## src/rtl/drum_hit_detector.sv

```systemverilog
// drum_hit_detector: round-robin ADC sequencer with per-pad attack/peak/holdoff
// strike detection and a single-register valid/ready hit event output.
// Optional feature macro: DRUM_HIT_COUNT_EN adds per-pad accepted-hit counters.
module drum_hit_detector #(
    parameter int NUM_CH       = 5,
    parameter int DATA_W       = 12,
    parameter int CH_BASE      = 1,
    parameter int MIN_HIT      = 100,
    parameter int MIN_FOOT     = 1024,
    parameter int FOOT_CH      = 4,
    parameter int PEAK_WIN     = 4,
    parameter int HOLD_SAMPLES = 16
) (
    input  logic              sys_clk,
    input  logic              reset,
    output logic [4:0]        cmd_channel,
    input  logic              rsp_valid,
    input  logic [4:0]        rsp_channel,
    input  logic [DATA_W-1:0] rsp_data,
    output logic              hit_valid,
    input  logic              hit_ready,
    output logic [3:0]        hit_channel,
    output logic [DATA_W-1:0] hit_velocity,
    output logic [NUM_CH-1:0] level,
    output logic [NUM_CH-1:0] overrun
`ifdef DRUM_HIT_COUNT_EN
    ,
    input  logic [3:0]        count_sel,
    output logic [7:0]        hit_count
`endif
);

    localparam int WIN_W  = $clog2(PEAK_WIN + 1);
    localparam int HOLD_W = $clog2(HOLD_SAMPLES + 1);

    typedef enum logic [1:0] {
        ST_IDLE,
        ST_ATTACK,
        ST_HOLD
    } pad_st_t;

    function automatic logic [31:0] thr_of(input int idx);
        return (idx == FOOT_CH) ? 32'(MIN_FOOT) : 32'(MIN_HIT);
    endfunction

    logic [3:0]        seq_q;
    logic [5:0]        ch_off;
    logic              ch_ge_base;

    pad_st_t           st_q   [NUM_CH];
    pad_st_t           st_d   [NUM_CH];
    logic [DATA_W-1:0] peak_q [NUM_CH];
    logic [DATA_W-1:0] peak_d [NUM_CH];
    logic [DATA_W-1:0] peak_mx[NUM_CH];
    logic [WIN_W-1:0]  win_q  [NUM_CH];
    logic [WIN_W-1:0]  win_d  [NUM_CH];
    logic [HOLD_W-1:0] hold_q [NUM_CH];
    logic [HOLD_W-1:0] hold_d [NUM_CH];
    logic [DATA_W-1:0] rvel   [NUM_CH];
    logic [DATA_W-1:0] pvel_q [NUM_CH];

    logic [NUM_CH-1:0] smp;
    logic [NUM_CH-1:0] above;
    logic [NUM_CH-1:0] win_last;
    logic [NUM_CH-1:0] hold_done;
    logic [NUM_CH-1:0] raise;
    logic [NUM_CH-1:0] pend_q;
    logic [NUM_CH-1:0] unload;

    logic              out_load;
    logic              any_pend;
    logic [3:0]        sel;
    logic [DATA_W-1:0] sel_vel;

    assign cmd_channel = 5'(CH_BASE) + {1'b0, seq_q};

    // Round-robin command sequencer, advances on every ADC response
    always_ff @(posedge sys_clk) begin
        if (reset) begin
            seq_q <= '0;
        end else if (rsp_valid) begin
            if (seq_q == 4'(NUM_CH - 1))
                seq_q <= '0;
            else
                seq_q <= seq_q + 4'd1;
        end
    end

    // Decode response to a pad strobe and precompute per-pad compares
    always_comb begin
        ch_off     = {1'b0, rsp_channel} - 6'(CH_BASE);
        ch_ge_base = ({1'b0, rsp_channel} >= 6'(CH_BASE));
        for (int i = 0; i < NUM_CH; i++) begin
            smp[i]       = rsp_valid && ch_ge_base && (ch_off == 6'(i));
            above[i]     = 32'(rsp_data) > thr_of(i);
            peak_mx[i]   = (rsp_data > peak_q[i]) ? rsp_data : peak_q[i];
            win_last[i]  = (win_q[i] == WIN_W'(PEAK_WIN - 1));
            hold_done[i] = (hold_q[i] >= HOLD_W'(HOLD_SAMPLES - 1));
        end
    end

    // Pad FSM next-state: only a pad's own sample moves its state
    always_comb begin
        for (int i = 0; i < NUM_CH; i++) begin
            st_d[i] = st_q[i];
            if (smp[i]) begin
                unique case (st_q[i])
                    ST_IDLE: begin
                        if (above[i])
                            st_d[i] = (PEAK_WIN == 1) ? ST_HOLD : ST_ATTACK;
                    end
                    ST_ATTACK: begin
                        if (win_last[i])
                            st_d[i] = ST_HOLD;
                    end
                    ST_HOLD: begin
                        if (hold_done[i] && !above[i])
                            st_d[i] = ST_IDLE;
                    end
                    default: st_d[i] = ST_IDLE;
                endcase
            end
        end
    end

    // Pad FSM outputs: peak/window/holdoff datapath and event raise
    always_comb begin
        for (int i = 0; i < NUM_CH; i++) begin
            peak_d[i] = peak_q[i];
            win_d[i]  = win_q[i];
            hold_d[i] = hold_q[i];
            raise[i]  = 1'b0;
            rvel[i]   = peak_q[i];
            if (smp[i]) begin
                unique case (st_q[i])
                    ST_IDLE: begin
                        if (above[i]) begin
                            peak_d[i] = rsp_data;
                            win_d[i]  = WIN_W'(1);
                            hold_d[i] = '0;
                            if (PEAK_WIN == 1) begin
                                raise[i] = 1'b1;
                                rvel[i]  = rsp_data;
                            end
                        end
                    end
                    ST_ATTACK: begin
                        peak_d[i] = peak_mx[i];
                        win_d[i]  = win_q[i] + WIN_W'(1);
                        if (win_last[i]) begin
                            raise[i]  = 1'b1;
                            rvel[i]   = peak_mx[i];
                            hold_d[i] = '0;
                        end
                    end
                    ST_HOLD: begin
                        if (!hold_done[i])
                            hold_d[i] = hold_q[i] + HOLD_W'(1);
                    end
                    default: ;
                endcase
            end
        end
    end

    // Pad FSM state, datapath and level registers
    always_ff @(posedge sys_clk) begin
        if (reset) begin
            level <= '0;
            for (int i = 0; i < NUM_CH; i++) begin
                st_q[i]   <= ST_IDLE;
                peak_q[i] <= '0;
                win_q[i]  <= '0;
                hold_q[i] <= '0;
            end
        end else begin
            for (int i = 0; i < NUM_CH; i++) begin
                st_q[i]   <= st_d[i];
                peak_q[i] <= peak_d[i];
                win_q[i]  <= win_d[i];
                hold_q[i] <= hold_d[i];
                if (smp[i])
                    level[i] <= above[i];
            end
        end
    end

    // Lowest-index pending pad wins the output register
    always_comb begin
        sel      = '0;
        sel_vel  = '0;
        any_pend = |pend_q;
        out_load = !hit_valid || hit_ready;
        for (int i = NUM_CH - 1; i >= 0; i--) begin
            if (pend_q[i]) begin
                sel     = 4'(i);
                sel_vel = pvel_q[i];
            end
        end
        for (int i = 0; i < NUM_CH; i++)
            unload[i] = out_load && any_pend && (sel == 4'(i));
    end

    // Per-pad pending slot; a new raise beats a same-cycle unload
    always_ff @(posedge sys_clk) begin
        if (reset) begin
            pend_q  <= '0;
            overrun <= '0;
            for (int i = 0; i < NUM_CH; i++)
                pvel_q[i] <= '0;
        end else begin
            for (int i = 0; i < NUM_CH; i++) begin
                if (raise[i]) begin
                    pend_q[i] <= 1'b1;
                    pvel_q[i] <= rvel[i];
                    if (pend_q[i] && !unload[i])
                        overrun[i] <= 1'b1;
                end else if (unload[i]) begin
                    pend_q[i] <= 1'b0;
                end
            end
        end
    end

    // Output register, held stable while stalled
    always_ff @(posedge sys_clk) begin
        if (reset) begin
            hit_valid    <= 1'b0;
            hit_channel  <= '0;
            hit_velocity <= '0;
        end else if (out_load) begin
            if (any_pend) begin
                hit_valid    <= 1'b1;
                hit_channel  <= sel;
                hit_velocity <= sel_vel;
            end else begin
                hit_valid    <= 1'b0;
            end
        end
    end

`ifdef DRUM_HIT_COUNT_EN
    logic [7:0] cnt_q[NUM_CH];
    logic [7:0] cnt_sel;

    // Select the counter to display; out-of-range select reads zero
    always_comb begin
        cnt_sel = '0;
        for (int i = 0; i < NUM_CH; i++)
            if (count_sel == 4'(i))
                cnt_sel = cnt_q[i];
    end

    // Saturating per-pad accepted-hit counters and registered readout
    always_ff @(posedge sys_clk) begin
        if (reset) begin
            hit_count <= '0;
            for (int i = 0; i < NUM_CH; i++)
                cnt_q[i] <= '0;
        end else begin
            hit_count <= cnt_sel;
            for (int i = 0; i < NUM_CH; i++)
                if (hit_valid && hit_ready && hit_channel == 4'(i) &&
                    cnt_q[i] != 8'hFF)
                    cnt_q[i] <= cnt_q[i] + 8'd1;
        end
    end
`endif

endmodule

```

## config.mk

```make
export PLATFORM = sky130hd
export DESIGN_NAME = drum_hit_detector
export DESIGN_NICKNAME = d
export VERILOG_FILES = /design/src/rtl/drum_hit_detector.sv
export SDC_FILE = /design/constraint.sdc
export NUM_CORES = 1
export LEC_CHECK = 0
export CAP_MARGIN = 20
export CORE_MARGIN = 5
export CORE_UTILIZATION = 50
export CTS_CLUSTER_DIAMETER = 50
export DETAILED_ROUTE_END_ITERATION = 8
export PLACE_DENSITY = 0.75
export RECOVER_POWER = 50
export SETUP_SLACK_MARGIN = 0.05
export SLEW_MARGIN = 20
export SYNTH_ARGS = -nofsm -noshare
export SYNTH_HDL_FRONTEND = slang
export SYNTH_SLANG_ARGS = --single-unit
```

## constraint.sdc

```tcl
create_clock -name sys_clk -period 5.37 [get_ports sys_clk]
set_input_delay 1.3425 -clock sys_clk [delete_from_list [all_inputs] [get_ports sys_clk]]
set_output_delay 1.3425 -clock sys_clk [all_outputs]
set_load 0.02 [all_outputs]
```

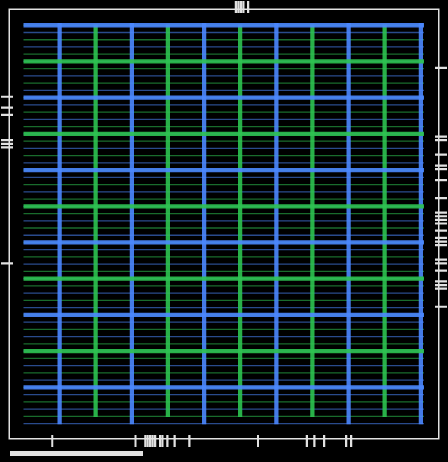
Figure 1: floorplan with the power grid.
Bar = 50 um. Pins as bars on the die edge.
[VSS] blue
[VDD] green
rows: 55
met5 straps: 11
signal pins: 53
met1 rails: 56
met4 straps: 11

==> results.json <==
{
  "status": "complete, no violations",
  "clkSlewWorstSetupHoldPaths_ps": 60,
  "timing.final.ws_setup_ps": 870,
  "finish.cell_count_without_fillers": 1630,
  "switchingPower_w": 0.000820,
  "crit_slowest_cell": "sky130_fd_sc_hd__or2_0",
  "slowest_delay_ps": 650,
  "detailed_place.area_sq_um": 12200,
  "route.detailed.drc": 0,
  "synth.yosys.warnings": 0,
  "netlist_top_cells_area": "sky130_fd_sc_hd__dfxtp_1 (26%), sky130_fd_sc_hd__edfxtp_1 (16%), sky130_fd_sc_hd__ha_1 (9.5%)",
  "ys_chip_area_sq_um": 11400,
  "timing.critical_path.cells": "dlygate4sd3_1, clkbuf_1, or3_1, or3_1, or2_0, o21ai_0, and2b_1, a211oi_1, o22ai_1",
  "timing.hold.ws_ps": 448,
  "wl_um": 28100,
  "nMultiInputCombCells": 930,
  "power.total_w": 0.00345,
  "pg_comb_w": 0.000230,
  "sequential_cell_total": 205,
  "area.share.combinational_pct": 46.7,
  "setup_viol_count_final": 0,
  "critical_path.reg2reg.startpoint": "peak_q[0][49]"
}
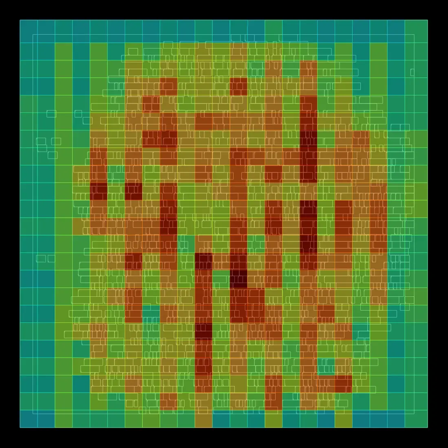
Figure 2: track usage over the die.
met3 demand-to-capacity share in global routing: 3.70%
busiest grt layer: met2
Final Util: 57.3%
global-route met1 utilization: 27.9%
GRT Util Overall: 21.3%

